## config.mk

```make
export PLATFORM = sky130hd
export DESIGN_NAME = imem_boot_ctrl_flat
export DESIGN_NICKNAME = d
export VERILOG_FILES = /design/src/rtl/imem_boot_pkg.sv /design/src/rtl/imem_boot_ctrl_if.sv /design/src/rtl/imem_boot_ctrl_byte_word_pack.sv /design/src/rtl/imem_boot_ctrl.sv /design/src/flat_wrapper.sv
export SDC_FILE = /design/constraint.sdc
export NUM_CORES = 1
export LEC_CHECK = 0
export CAP_MARGIN = 20
export CORE_MARGIN = 3
export CORE_UTILIZATION = 45
export CTS_BUF_LIST = sky130_fd_sc_hd__clkbuf_2 sky130_fd_sc_hd__clkbuf_4 sky130_fd_sc_hd__clkbuf_8
export DETAILED_ROUTE_END_ITERATION = 10
export GPL_TIMING_DRIVEN = 0
export PLACE_DENSITY = 0.85
export SLEW_MARGIN = 10
export SYNTH_ARGS = -nofsm -noshare
export SYNTH_HDL_FRONTEND = slang
export SYNTH_SLANG_ARGS = --single-unit
```

## constraint.sdc

```tcl
create_clock -name Clk_Core -period 4.85 [get_ports Clk_Core]
set_input_delay 0.97 -clock Clk_Core [delete_from_list [all_inputs] [get_ports Clk_Core]]
set_output_delay 0.97 -clock Clk_Core [all_outputs]
set_load 0.01 [all_outputs]
```

## src/rtl/imem_boot_pkg.sv

```systemverilog
// Shared types and constants for the instruction-memory boot loader.
package imem_boot_pkg;

  // Controller states:
  //   RUN  | core released, fetch address follows the PC
  //   HDR  | receiving the 2-byte little-endian word count
  //   DATA | receiving program words, 4 bytes each
  //   DONE | one-cycle completion strobe
  //   ERR  | header word count too large, waits for a new load request
  typedef enum logic [2:0] {
    RUN  = 3'd0,
    HDR  = 3'd1,
    DATA = 3'd2,
    DONE = 3'd3,
    ERR  = 3'd4
  } state_t;

  localparam int HDR_BYTES  = 2;
  localparam int WORD_BYTES = 4;

  // Word count from the two header bytes (first byte is the low byte).
  function automatic logic [15:0] hdr_count(input logic [7:0] hi, input logic [7:0] lo);
    return {hi, lo};
  endfunction

endpackage

```

## src/rtl/imem_boot_ctrl_if.sv

```systemverilog
// Byte stream, fetch and memory-write signals of the boot controller.
// slave is the controller side, master is the host/core side.
interface imem_boot_ctrl_if #(parameter int MEM_SIZE = 1024);
  localparam int AW = $clog2(MEM_SIZE);

  logic          Load_Req;
  logic [7:0]    Rx_Data;
  logic          Rx_Valid;
  logic          Rx_Ready;
  logic [31:0]   Program_Count;
  logic [31:0]   Fetch_Addr;
  logic          Mem_Wr_En;
  logic [AW-1:0] Mem_Wr_Addr;
  logic [31:0]   Mem_Wr_Data;
  logic          Core_Rst_N;
  logic          Load_Done;
  logic          Load_Err;

  modport master (
    output Load_Req, Rx_Data, Rx_Valid, Program_Count,
    input  Rx_Ready, Fetch_Addr, Mem_Wr_En, Mem_Wr_Addr, Mem_Wr_Data,
           Core_Rst_N, Load_Done, Load_Err
  );

  modport slave (
    input  Load_Req, Rx_Data, Rx_Valid, Program_Count,
    output Rx_Ready, Fetch_Addr, Mem_Wr_En, Mem_Wr_Addr, Mem_Wr_Data,
           Core_Rst_N, Load_Done, Load_Err
  );
endinterface

```

## src/rtl/imem_boot_ctrl_byte_word_pack.sv

```systemverilog
// Shifts accepted bytes into a 32-bit little-endian word with a 2-bit byte count.
module byte_word_pack (
  input  logic        clk,
  input  logic        rst_n,
  input  logic        clr,
  input  logic        en,
  input  logic [7:0]  byte_in,
  output logic [1:0]  cnt,
  output logic [7:0]  last_byte,
  output logic [31:0] word_next
);
  logic [31:0] word_q;

  // New byte enters at the top, so after four shifts the first byte sits in bits 7:0.
  assign word_next = {byte_in, word_q[31:8]};
  assign last_byte = word_q[31:24];

  // Byte counter and shift register; clear takes priority over a byte in the same cycle.
  always_ff @(posedge clk or negedge rst_n) begin
    if (!rst_n) begin
      cnt    <= 2'd0;
      word_q <= 32'd0;
    end else if (clr) begin
      cnt    <= 2'd0;
      word_q <= 32'd0;
    end else if (en) begin
      cnt    <= cnt + 2'd1;
      word_q <= word_next;
    end
  end
endmodule

```

## src/rtl/imem_boot_ctrl.sv

```systemverilog
// Boot loader: receives a length-prefixed byte stream, writes it into
// instruction memory and holds the core in reset until the load completes.
//   state | meaning
//   RUN   | core running, Fetch_Addr = Program_Count
//   HDR   | collecting word count N
//   DATA  | collecting and writing N words
//   DONE  | Load_Done strobe, then RUN
//   ERR   | N > MEM_SIZE, Load_Err held until Load_Req
module imem_boot_ctrl
  import imem_boot_pkg::*;
#(
  parameter int MEM_SIZE      = 1024,
  parameter bit BOOT_ON_RESET = 1'b1
) (
  input logic              Clk_Core,
  input logic              Rst_Core_N,
  imem_boot_ctrl_if.slave  bus
);
  localparam int AW = $clog2(MEM_SIZE);
  localparam state_t RST_STATE = BOOT_ON_RESET ? HDR : RUN;

  state_t        state, state_nx;
  logic          accept, hdr_last, word_last, wr_fire;
  logic [1:0]    cnt;
  logic [7:0]    last_byte;
  logic [31:0]   word_next;
  logic [15:0]   n_hdr, n_q, idx_q, idx_inc;
  logic          wr_en_q, load_err_q, core_rst_n_q;
  logic [AW-1:0] wr_addr_q;
  logic [31:0]   wr_data_q;

  assign bus.Rx_Ready = (state == HDR) || (state == DATA);
  assign accept       = bus.Rx_Valid && bus.Rx_Ready;
  assign hdr_last     = (state == HDR)  && accept && (cnt == 2'(HDR_BYTES - 1));
  assign word_last    = (state == DATA) && accept && (cnt == 2'(WORD_BYTES - 1));
  // A load request in the same cycle as a completing word discards that word.
  assign wr_fire      = word_last && !bus.Load_Req;
  assign n_hdr        = hdr_count(bus.Rx_Data, last_byte);
  assign idx_inc      = idx_q + 16'd1;

  byte_word_pack u_pack (
    .clk       (Clk_Core),
    .rst_n     (Rst_Core_N),
    .clr       (bus.Load_Req || hdr_last),
    .en        (accept),
    .byte_in   (bus.Rx_Data),
    .cnt       (cnt),
    .last_byte (last_byte),
    .word_next (word_next)
  );

  // State register.
  always_ff @(posedge Clk_Core or negedge Rst_Core_N) begin
    if (!Rst_Core_N) state <= RST_STATE;
    else             state <= state_nx;
  end

  // Next-state decode; a load request overrides every state.
  always_comb begin
    state_nx = state;
    unique case (state)
      RUN:  state_nx = RUN;
      HDR: begin
        if (hdr_last) begin
          if (n_hdr == 16'd0)                 state_nx = DONE;
          else if (32'(n_hdr) > 32'(MEM_SIZE)) state_nx = ERR;
          else                                state_nx = DATA;
        end
      end
      DATA: if (word_last && (idx_inc == n_q)) state_nx = DONE;
      DONE: state_nx = RUN;
      ERR:  state_nx = ERR;
      default: state_nx = HDR;
    endcase
    if (bus.Load_Req) state_nx = HDR;
  end

  // Word counters, registered memory write, sticky error and core reset hold.
  always_ff @(posedge Clk_Core or negedge Rst_Core_N) begin
    if (!Rst_Core_N) begin
      n_q          <= 16'd0;
      idx_q        <= 16'd0;
      wr_en_q      <= 1'b0;
      wr_addr_q    <= '0;
      wr_data_q    <= 32'd0;
      load_err_q   <= 1'b0;
      core_rst_n_q <= 1'b0;
    end else begin
      wr_en_q      <= wr_fire;
      core_rst_n_q <= (state_nx == RUN);
      if (bus.Load_Req) begin
        n_q        <= 16'd0;
        idx_q      <= 16'd0;
        load_err_q <= 1'b0;
      end else begin
        if (hdr_last) begin
          n_q   <= n_hdr;
          idx_q <= 16'd0;
        end
        if (wr_fire) begin
          wr_addr_q <= idx_q[AW-1:0];
          wr_data_q <= word_next;
          idx_q     <= idx_inc;
        end
        if (state_nx == ERR) load_err_q <= 1'b1;
      end
    end
  end

  assign bus.Fetch_Addr  = (state == RUN) ? bus.Program_Count : 32'd0;
  assign bus.Load_Done   = (state == DONE);
  assign bus.Load_Err    = load_err_q;
  assign bus.Core_Rst_N  = core_rst_n_q;
  assign bus.Mem_Wr_En   = wr_en_q;
  assign bus.Mem_Wr_Addr = wr_addr_q;
  assign bus.Mem_Wr_Data = wr_data_q;
endmodule

```

## src/flat_wrapper.sv

```systemverilog
// flat-port wrapper written by rule: the top's interface ports become plain ports
module imem_boot_ctrl_flat import imem_boot_pkg::*;
#(
  parameter int MEM_SIZE      = 1024,
  parameter bit BOOT_ON_RESET = 1'b1
)
  (Clk_Core, Rst_Core_N, bus_Load_Req, bus_Rx_Data, bus_Rx_Valid, bus_Program_Count, bus_Rx_Ready, bus_Fetch_Addr, bus_Mem_Wr_En, bus_Mem_Wr_Addr, bus_Mem_Wr_Data, bus_Core_Rst_N, bus_Load_Done, bus_Load_Err);
  imem_boot_ctrl_if #(.MEM_SIZE(MEM_SIZE)) bus_i ();
  input logic Clk_Core;
  input logic Rst_Core_N;
  input wire logic [$bits(bus_i.Load_Req)-1:0] bus_Load_Req;
  input wire logic [$bits(bus_i.Rx_Data)-1:0] bus_Rx_Data;
  input wire logic [$bits(bus_i.Rx_Valid)-1:0] bus_Rx_Valid;
  input wire logic [$bits(bus_i.Program_Count)-1:0] bus_Program_Count;
  output wire logic [$bits(bus_i.Rx_Ready)-1:0] bus_Rx_Ready;
  output wire logic [$bits(bus_i.Fetch_Addr)-1:0] bus_Fetch_Addr;
  output wire logic [$bits(bus_i.Mem_Wr_En)-1:0] bus_Mem_Wr_En;
  output wire logic [$bits(bus_i.Mem_Wr_Addr)-1:0] bus_Mem_Wr_Addr;
  output wire logic [$bits(bus_i.Mem_Wr_Data)-1:0] bus_Mem_Wr_Data;
  output wire logic [$bits(bus_i.Core_Rst_N)-1:0] bus_Core_Rst_N;
  output wire logic [$bits(bus_i.Load_Done)-1:0] bus_Load_Done;
  output wire logic [$bits(bus_i.Load_Err)-1:0] bus_Load_Err;
  assign bus_i.Load_Req = bus_Load_Req;
  assign bus_i.Rx_Data = bus_Rx_Data;
  assign bus_i.Rx_Valid = bus_Rx_Valid;
  assign bus_i.Program_Count = bus_Program_Count;
  assign bus_Rx_Ready = bus_i.Rx_Ready;
  assign bus_Fetch_Addr = bus_i.Fetch_Addr;
  assign bus_Mem_Wr_En = bus_i.Mem_Wr_En;
  assign bus_Mem_Wr_Addr = bus_i.Mem_Wr_Addr;
  assign bus_Mem_Wr_Data = bus_i.Mem_Wr_Data;
  assign bus_Core_Rst_N = bus_i.Core_Rst_N;
  assign bus_Load_Done = bus_i.Load_Done;
  assign bus_Load_Err = bus_i.Load_Err;
  imem_boot_ctrl #(.MEM_SIZE(MEM_SIZE), .BOOT_ON_RESET(BOOT_ON_RESET)) u_core (.Clk_Core(Clk_Core), .Rst_Core_N(Rst_Core_N), .bus(bus_i));
endmodule
```

==> images/detail.png <==
Scale bar: 10 µm. Window x 36 to 76, y 14 to 54 µm. Cells in gray, sequential cells in the stronger gray; small squares are vias.
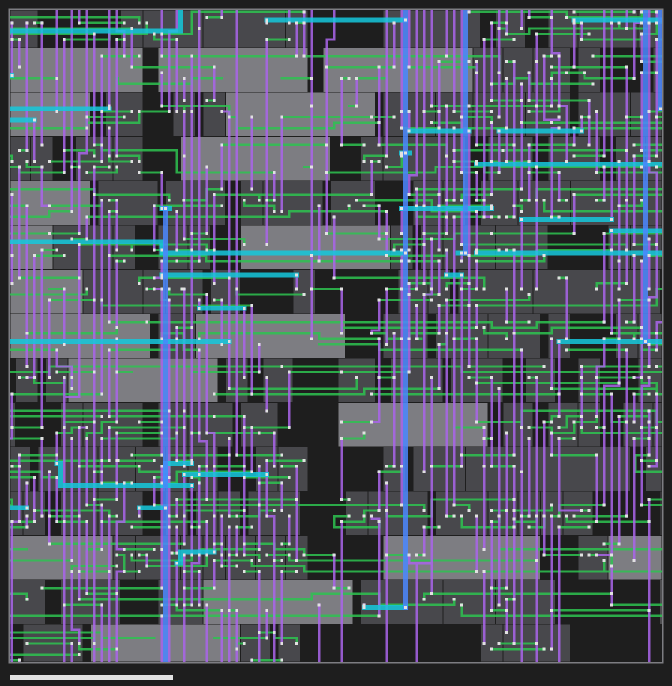
- green: metal 1
- cyan: metal 3
- purple: metal 2
- blue: metal 4
- most frequent: nor2_1 (26), dfrtp_1 (15), nand2_1 (11)
- cells with their middle in the window: 147
- netlist names of flops here include: `u_core.n_q` (10), `u_core.state` (3), `u_core.u_pack.word_q` (2)
- sequential cells in the window: 16

==> images/layer_met2.png <==
Scale bar: 20 µm.
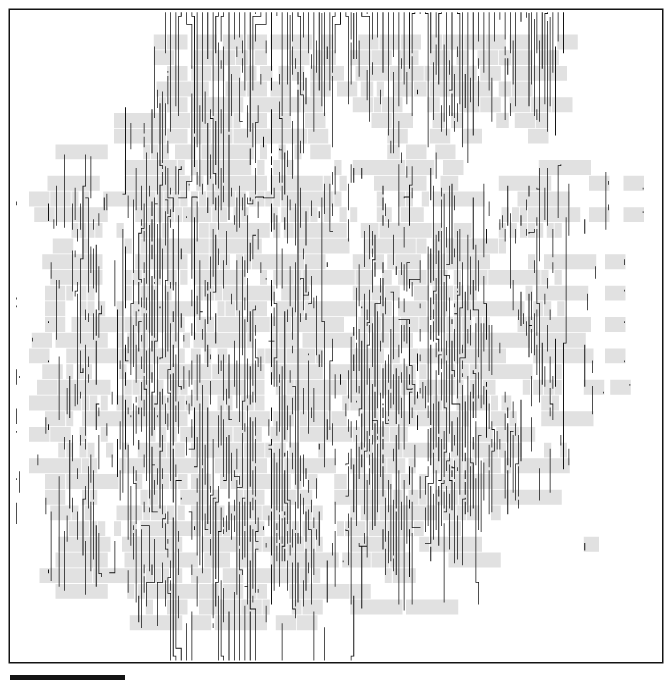
- longest straight run: 72.4 µm
- nets with wire on the layer: 636

==> Slide: Implementation Results <==
Synthesis and Place & Route Summary

STA
  – F_max: 277 MHz
  – Final Max Slew Viols: 0
  – Final TNS setup: 0 ns
  – Setup Skew: between 0.01 and 0.015 ns

Synthesis
  – Max-area cell share: 0.510
  – Cell variety after synth: 52
  – Aoi share: 0.0916
  – Top area cell types: dfrtp_1 (51%), nand2_1 (13%), and2_1 (4.0%), xnor2_1 (3.4%), a21oi_1 (3.1%)
  – Top cells by count: nand2_1 (181), dfrtp_1 (105), nor2_1 (39)
  – Xor+xnor area frac: 0.0391
  – Asr flop ratio synth: 1.00
  – Top comb family, area: simple AND/OR/NAND/NOR gates

Placement
  – # port buffers: 122
  – RePlAce Congestion: 0.935
  – Half-perimeter wire length after placement: between 10000 and 15000 µm

Global routing
  – Met2 usage: 0.366
  – Vias in the first global route: 4636
  – M3 GR Usage: 0.0267

Final layout
  – Comb. cell area: 2310 µm²
  – Signal buffers: 158
  – Max FFs per register: 32
  – Most frequent cells in the layout: nand2_1 (181), clkdlybuf4s50_1 (121), dfrtp_1 (105)
  – Inverter count: 10

Critical path
  – Critical R2R Launch: u_core.state[0]$_DFF_PN1_
  – Startpoint types: flop
  – Critical Path Fanout Max: 10
  – Setup crit end: bus_Fetch_Addr[27]
  – Worst-path cell chain: buf_2, nor3_1, clkbuf_1, and2_1, clkdlybuf4s50_1
  – WP depth: 5
  – Slowest cell on crit path: nor3_1

Power and ir drop
  – Pwr dens: 252 nW/µm²

Drt
  – Vias/cell: 5.30
  – Drt drc: 0

Floorplanning
  – Die Ht: 113 µm
  – # rows: 38

Worst hold path
  – Hold endpoint: u_core.bus.Mem_Wr_Data[6]$_DFFE_PN0P_

Flow run
  – Tool warnings: 27

Status
  – Status: complete, no violations

Clock tree
  – Number of buffers created by CTS: 9
==> images/layer_met1.png <==
Scale bar: 20 µm. Supply wires on this layer in gray.
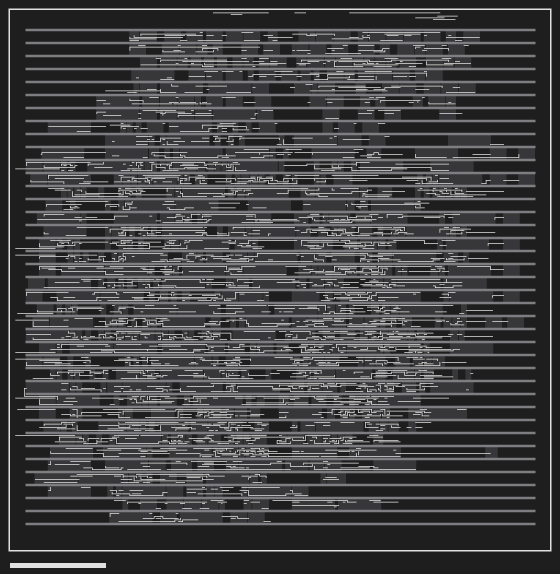
- share of all routed wire: 43%
- nets with wire on the layer: 702
- longest straight run: 38.2 µm
- wire length on this layer: 6030 µm
- main direction: horizontal
routed vias: 4560
final WL: 13900 µm
M1 GR Usage: 0.285

power by group:
part / total (µW) / internal [µW] / leakage (µW) / switching (µW)
clock network: 536 / 200 / 0.0000993 / 335
logic: 239 / 113 / 0.00159 / 126
registers: 929 / 905 / 0.00147 / 24.5
routing by layer:
layer,routed length (µm),part of all wire
met3,601,0.043
met4,257,0.019
met2,6970,0.50
met5,0,0
met1,6030,0.43
through the flow:
step                      hold WS [ns]  power (µW)  area (µm²)  instances
final                            0.487        1700        6760        861
after global routing             0.512        1770        6760        861
after floorplan                  0.439        1050        5150        582
after global placement           0.460        1170        6550        844
after CTS                        0.490        1710        6760        861
after detailed placement         0.461        1180        6570        845
Power and IR drop assume default switching activity.
